Figure 1. Placement by cell class.
Bar = 50 µm. Fill, decap, tap and diode cells in gray.
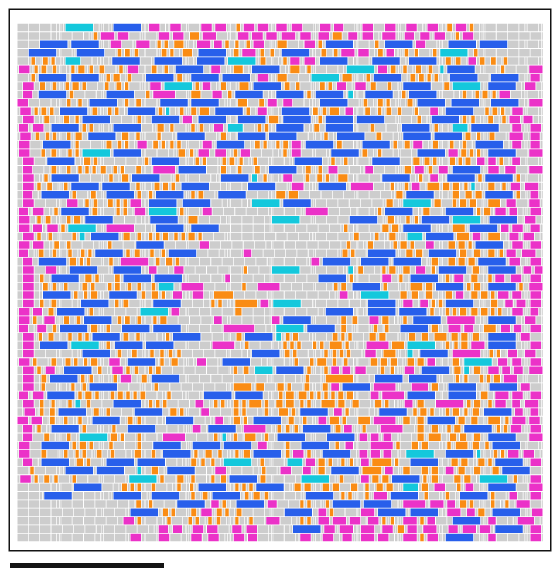
Figure 2. Routed metal, one color a layer.
Bar = 50 µm. Two of the layers only.
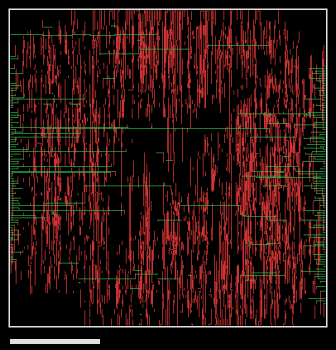
Figure 3. Ports around the boundary.
Bar = 50 µm. Pins as bars across the die edge, other pins in gray.
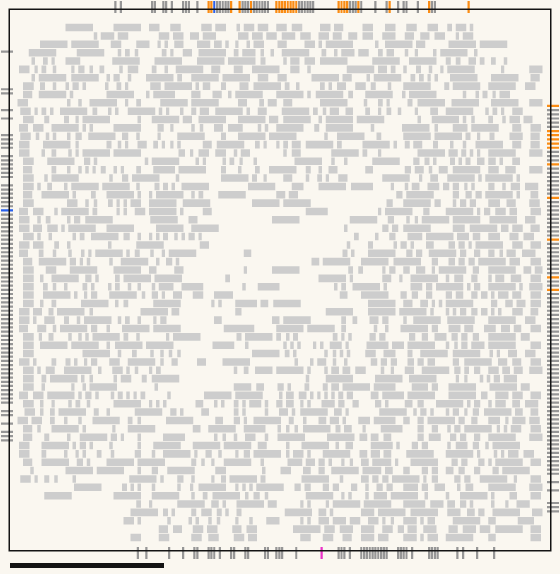
Figure 4. Track usage over the die.
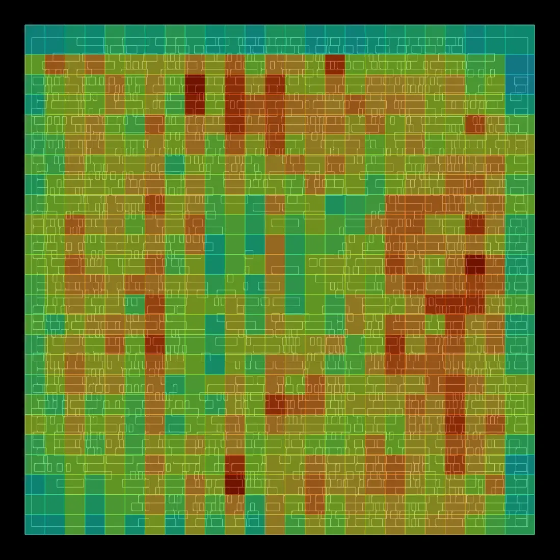
Figure 5. Cell density map.
18 x 18 tiles, from black (low) to pale yellow (high), 0 to 100% covered.
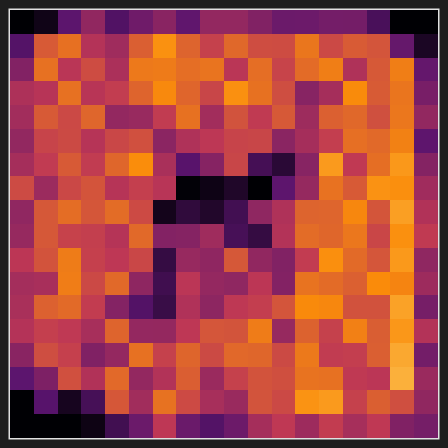
[config.mk]
export PLATFORM = sky130hd
export DESIGN_NAME = mem_arb
export DESIGN_NICKNAME = d
export VERILOG_FILES = /design/src/rtl/mem_arb.sv
export SDC_FILE = /design/constraint.sdc
export NUM_CORES = 1
export LEC_CHECK = 0
export ABC_AREA = 1
export CELL_PAD_IN_SITES_DETAIL_PLACEMENT = 1
export CELL_PAD_IN_SITES_GLOBAL_PLACEMENT = 1
export CORE_MARGIN = 2
export CORE_UTILIZATION = 36
export DETAILED_ROUTE_END_ITERATION = 8
export PLACE_DENSITY_LB_ADDON = 0.25
export SLEW_MARGIN = 40
export SYNTH_ARGS = -nofsm -noshare
export SYNTH_HDL_FRONTEND = slang
export SYNTH_SLANG_ARGS = --single-unit
[constraint.sdc]
create_clock -name clock -period 1.68 [get_ports clock]
set_input_delay 0.252 -clock clock [delete_from_list [all_inputs] [get_ports clock]]
set_output_delay 0.252 -clock clock [all_outputs]
set_load 0.005 [all_outputs]
[src/rtl/mem_arb.sv]
// mem_arb: two-port to one-port memory arbiter.
//
// Serialises instruction fetches (ifu_*) and load/store traffic (lsu_*) onto a
// single memory request/response channel. Each port owns one pending slot;
// the LSU wins when both are waiting. Responses return to the port that
// issued the request. A watchdog answers with ERR_DATA when memory stays
// silent for TIMEOUT cycles after a request was accepted.
//
// Ports:
//   clock, reset        : rising-edge clock, asynchronous active-low reset
//   ifu_reqValid/addr   : fetch request pulse and address
//   ifu_respValid/rdata : fetch response pulse and data
//   lsu_reqValid/addr/size/wen/wdata/wmask : load/store request pulse and payload
//   lsu_respValid/rdata : load/store response pulse and data
//   mem_reqValid/Ready  : memory request handshake
//   mem_addr/size/wen/wdata/wmask : memory request payload
//   mem_respValid/rdata : memory response
//   timeout_err         : one-cycle pulse alongside a watchdog response
//   overflow            : sticky flag, a request hit an occupied port
module mem_arb #(
    parameter logic [7:0]  TIMEOUT  = 8'd255,
    parameter logic [31:0] ERR_DATA = 32'hDEAD_BEEF
) (
    input  logic        clock,
    input  logic        reset,
    input  logic        ifu_reqValid,
    input  logic [31:0] ifu_addr,
    output logic        ifu_respValid,
    output logic [31:0] ifu_rdata,
    input  logic        lsu_reqValid,
    input  logic [31:0] lsu_addr,
    input  logic [1:0]  lsu_size,
    input  logic        lsu_wen,
    input  logic [31:0] lsu_wdata,
    input  logic [3:0]  lsu_wmask,
    output logic        lsu_respValid,
    output logic [31:0] lsu_rdata,
    output logic        mem_reqValid,
    input  logic        mem_reqReady,
    output logic [31:0] mem_addr,
    output logic [1:0]  mem_size,
    output logic        mem_wen,
    output logic [31:0] mem_wdata,
    output logic [3:0]  mem_wmask,
    input  logic        mem_respValid,
    input  logic [31:0] mem_rdata,
    output logic        timeout_err,
    output logic        overflow
);

    typedef enum logic [1:0] {IDLE, REQ, RESP} state_t;

    state_t      state;
    logic        sel_lsu;
    logic [7:0]  wd_count;

    logic        ifu_pend;
    logic [31:0] ifu_slot_addr;
    logic        lsu_pend;
    logic [31:0] lsu_slot_addr;
    logic [1:0]  lsu_slot_size;
    logic        lsu_slot_wen;
    logic [31:0] lsu_slot_wdata;
    logic [3:0]  lsu_slot_wmask;

    logic        ifu_busy;
    logic        lsu_busy;
    logic        accept;

    // A port is busy while its slot waits or while its transaction is the
    // one currently owned by the FSM (REQ or RESP).
    assign ifu_busy = ifu_pend || ((state != IDLE) && !sel_lsu);
    assign lsu_busy = lsu_pend || ((state != IDLE) && sel_lsu);
    assign accept   = (state == REQ) && mem_reqReady;

    // Pending slots: capture on a request pulse when the port is free, drop
    // and flag overflow otherwise, release when memory accepts the request.
    always_ff @(posedge clock or negedge reset) begin
        if (!reset) begin
            ifu_pend       <= 1'b0;
            ifu_slot_addr  <= 32'h0;
            lsu_pend       <= 1'b0;
            lsu_slot_addr  <= 32'h0;
            lsu_slot_size  <= 2'b00;
            lsu_slot_wen   <= 1'b0;
            lsu_slot_wdata <= 32'h0;
            lsu_slot_wmask <= 4'b0000;
            overflow       <= 1'b0;
        end else begin
            if (accept && !sel_lsu) begin
                ifu_pend <= 1'b0;
            end
            if (accept && sel_lsu) begin
                lsu_pend <= 1'b0;
            end
            if (ifu_reqValid) begin
                if (ifu_busy) begin
                    overflow <= 1'b1;
                end else begin
                    ifu_pend      <= 1'b1;
                    ifu_slot_addr <= ifu_addr;
                end
            end
            if (lsu_reqValid) begin
                if (lsu_busy) begin
                    overflow <= 1'b1;
                end else begin
                    lsu_pend       <= 1'b1;
                    lsu_slot_addr  <= lsu_addr;
                    lsu_slot_size  <= lsu_size;
                    lsu_slot_wen   <= lsu_wen;
                    lsu_slot_wdata <= lsu_wdata;
                    lsu_slot_wmask <= lsu_wmask;
                end
            end
        end
    end

    // Arbitration FSM with registered memory payload and response outputs.
    // Response pulses default low so each one lasts exactly one cycle.
    always_ff @(posedge clock or negedge reset) begin
        if (!reset) begin
            state         <= IDLE;
            sel_lsu       <= 1'b0;
            wd_count      <= 8'd0;
            mem_reqValid  <= 1'b0;
            mem_addr      <= 32'h0;
            mem_size      <= 2'b00;
            mem_wen       <= 1'b0;
            mem_wdata     <= 32'h0;
            mem_wmask     <= 4'b0000;
            ifu_respValid <= 1'b0;
            ifu_rdata     <= 32'h0;
            lsu_respValid <= 1'b0;
            lsu_rdata     <= 32'h0;
            timeout_err   <= 1'b0;
        end else begin
            ifu_respValid <= 1'b0;
            lsu_respValid <= 1'b0;
            timeout_err   <= 1'b0;
            case (state)
                IDLE: begin
                    if (lsu_pend) begin
                        sel_lsu      <= 1'b1;
                        mem_addr     <= lsu_slot_addr;
                        mem_size     <= lsu_slot_size;
                        mem_wen      <= lsu_slot_wen;
                        mem_wdata    <= lsu_slot_wdata;
                        mem_wmask    <= lsu_slot_wmask;
                        mem_reqValid <= 1'b1;
                        state        <= REQ;
                    end else if (ifu_pend) begin
                        sel_lsu      <= 1'b0;
                        mem_addr     <= ifu_slot_addr;
                        mem_size     <= 2'b10;
                        mem_wen      <= 1'b0;
                        mem_wdata    <= 32'h0;
                        mem_wmask    <= 4'b0000;
                        mem_reqValid <= 1'b1;
                        state        <= REQ;
                    end
                end
                REQ: begin
                    if (mem_reqReady) begin
                        mem_reqValid <= 1'b0;
                        wd_count     <= 8'd0;
                        state        <= RESP;
                    end
                end
                RESP: begin
                    // A real response wins over a watchdog expiry in the same cycle.
                    if (mem_respValid || (wd_count == TIMEOUT - 8'd1)) begin
                        if (sel_lsu) begin
                            lsu_respValid <= 1'b1;
                            lsu_rdata     <= mem_respValid ? mem_rdata : ERR_DATA;
                        end else begin
                            ifu_respValid <= 1'b1;
                            ifu_rdata     <= mem_respValid ? mem_rdata : ERR_DATA;
                        end
                        timeout_err <= !mem_respValid;
                        state       <= IDLE;
                    end else begin
                        wd_count <= wd_count + 8'd1;
                    end
                end
                default: begin
                    state <= IDLE;
                end
            endcase
        end
    end

endmodule

==> results.toml <==
# implementation run metrics
[status]
status = "complete, but fails checks"
violations = "negative setup slack"

[cells_and_area]
buf_share_pct = 24.70
final-clk-cell-share_pct = 5.636
n_all_buffers = 376
inverters = 120
clkbuf_count = 41
layout-drive-gt1-share_pct = 15.25
layout.nets = 1612
comb_area_um2 = 3487
flops = 256
fin_cells = 1874

[floorplanning]
die_area_um2 = 30880
pin_count = 281
tap_cells = 384

[routing]
wl_met2_um = 16590
topRoutingLayerUsed = "met4"
drt-vias-per-instance = 4.869
antenna_left = 0

[setup_path]
startpoint_type = "register"
r2r_slack_ps = -5
worst_ep_required_time_ps = 2100
r2r_end = "lsu_rdata[0]$_DFFE_PN0P_"
crit_path_end_kind = "register"
r2r_cells = 10
r2r_start = "wd_count[0]$_DFFE_PN0P_"
crit_path_start = "wd_count[0]$_DFFE_PN0P_"
path_class = "register to register"

[cts]
clkLatencyLatePin_ps = 540
holdBufCountCts = 1
cts_setup_buffers = 17
htreeDepth = 1
ctsResizeCount = 86
tritoncts = "yes"
numCtsBuffers = 28
clockBufferDepth = 3

[pwr]
powerComb_mw = 11.2
clk-power_mw = 5.85
pwr-share-comb_pct = 40.4
power.total_mw = 27.71
p_seq_mw = 10.7
p_sw_share_pct = 36.09
power.switching_mw = 10.00
pwr_density_cell_nw_per_um2 = 1783

[sta]
max_slew_margin_pct = 67.58
finalCritPeriodShare_pct = 100.3
setup_viol = 1
fin_worst_skew_ps = 11.38
fmax_mhz = 593.3
worstMarginPinSlew_ps = 486.3
worst_slack_ps = -5.396
setup_tns_ps = -5.396
rsz0062_at_grt = "true"
holdWs_ps = 248.2
period_needed_ps = 1685

[synth]
top_area_cell = "dfrtp_1"
yosysWarnings = 0
syn-cell-area_um2 = 10620
synth_top_area_share_pct = 60.34
xor_share_pct = 0.1650
synth_flop_count = 256
ys_sh_simple_pct = 20.49
yosys_cells = 1135
synth-main-ff-cell = "dfrtp_1"
adder_share_pct = 0.2357
muxShareOfSynthArea_pct = 0
top_cells_by_count = "325 x nand2_1, 256 x dfrtp_1, 115 x inv_1"
fp_nets = 1278
synth_area_per_cell_um2 = 9.354
aoi_share_pct = 10.06
ys_seq_share_pct = 60.34
yosysUniqueCellTypes = 38
area_leaders = "dfrtp_1 60%, nand2_1 11%, o21ai_0 4.8%, inv_1 4.1%, nand4_1 3.8%"
ys_async_sr_fraction_pct = 100.0

[hold_path]
hp-class = "input pin to asynchronous set/reset pin"

[global_routing]
grt_pass1_wl_um = 51150
grt_max_degree = 75
grt_overflow_total = 0

[placement]
hpwl_um = 21740
dp_cells = 1770

[run]
max_cap_violations = 0
About Figure 1:
[other buffers and delay cells] magenta | cells: 376 | share of their area: 25%
[flip-flops] blue | cells: 256 | share of their area: 43%
[all other logic] orange | cells: 807 | share of their area: 26%
[clock drivers and dummy loads] cyan | cells: 50 | share of their area: 5.8%
core area: 28860 µm²
Std-Cell Rows: 62
register fraction of the total cell area: 41.22%
Final Core Density: 53.85%
design area: 15540 µm²

About Figure 2:
[met2] red | wire length: 16600 µm
[met3] green | wire length: 2100 µm
final WL: 33740 µm
wire per inst: 18.01 µm
Tot GR Track Use: 20.58%
DR vias: 9125

About Figure 3:
[`mem_wdata`] orange | pins: 32 | direction: output | edge: 21 top, 11 right
[`mem_size`] blue | pins: 2 | direction: output | edge: 1 top, 1 left
[`mem_reqValid`] magenta | pins: 1 | direction: output | edge: bottom
Die Span Y: 175.7 µm
Horiz. Die Dim: 175.7 µm
Buffers on Ports: 280

About Figure 4:
global route hottest layer: met2
GRT met2 Usage: 34.61%
routing usage on met1: 27.67%
GR Util met3: 4.502%

About Figure 5:
tiles over 75% full: 5.2%
mean over tiles: 49%
fullest tile: 83%
nearly empty tiles: 2.8%
Core Util at FP: 36.79%

==> cell usage in the layout (no fill, tap or decap), drive strengths merged, types with 46 or more instances in the layout <==
cell,instances
nand2,330
clkdlybuf4s50,155
nand4,64
nor2,66
o21ai,111
inv,120
clkbuf,46
dfrtp,256
buf,91
dlygate4sd2,86
==> worst max-delay path: stages, from the launching register on <==
cell	delay [ps]
dfrtp_1	410
inv_2	90
ha_4	120
nand2_2	50
nor2_2	110
nand2_2	100
nand2_4	160
nand3_4	170
clkbuf_16	240
nand2_4	70
nand2_2	50
Power and IR drop assume default switching activity.
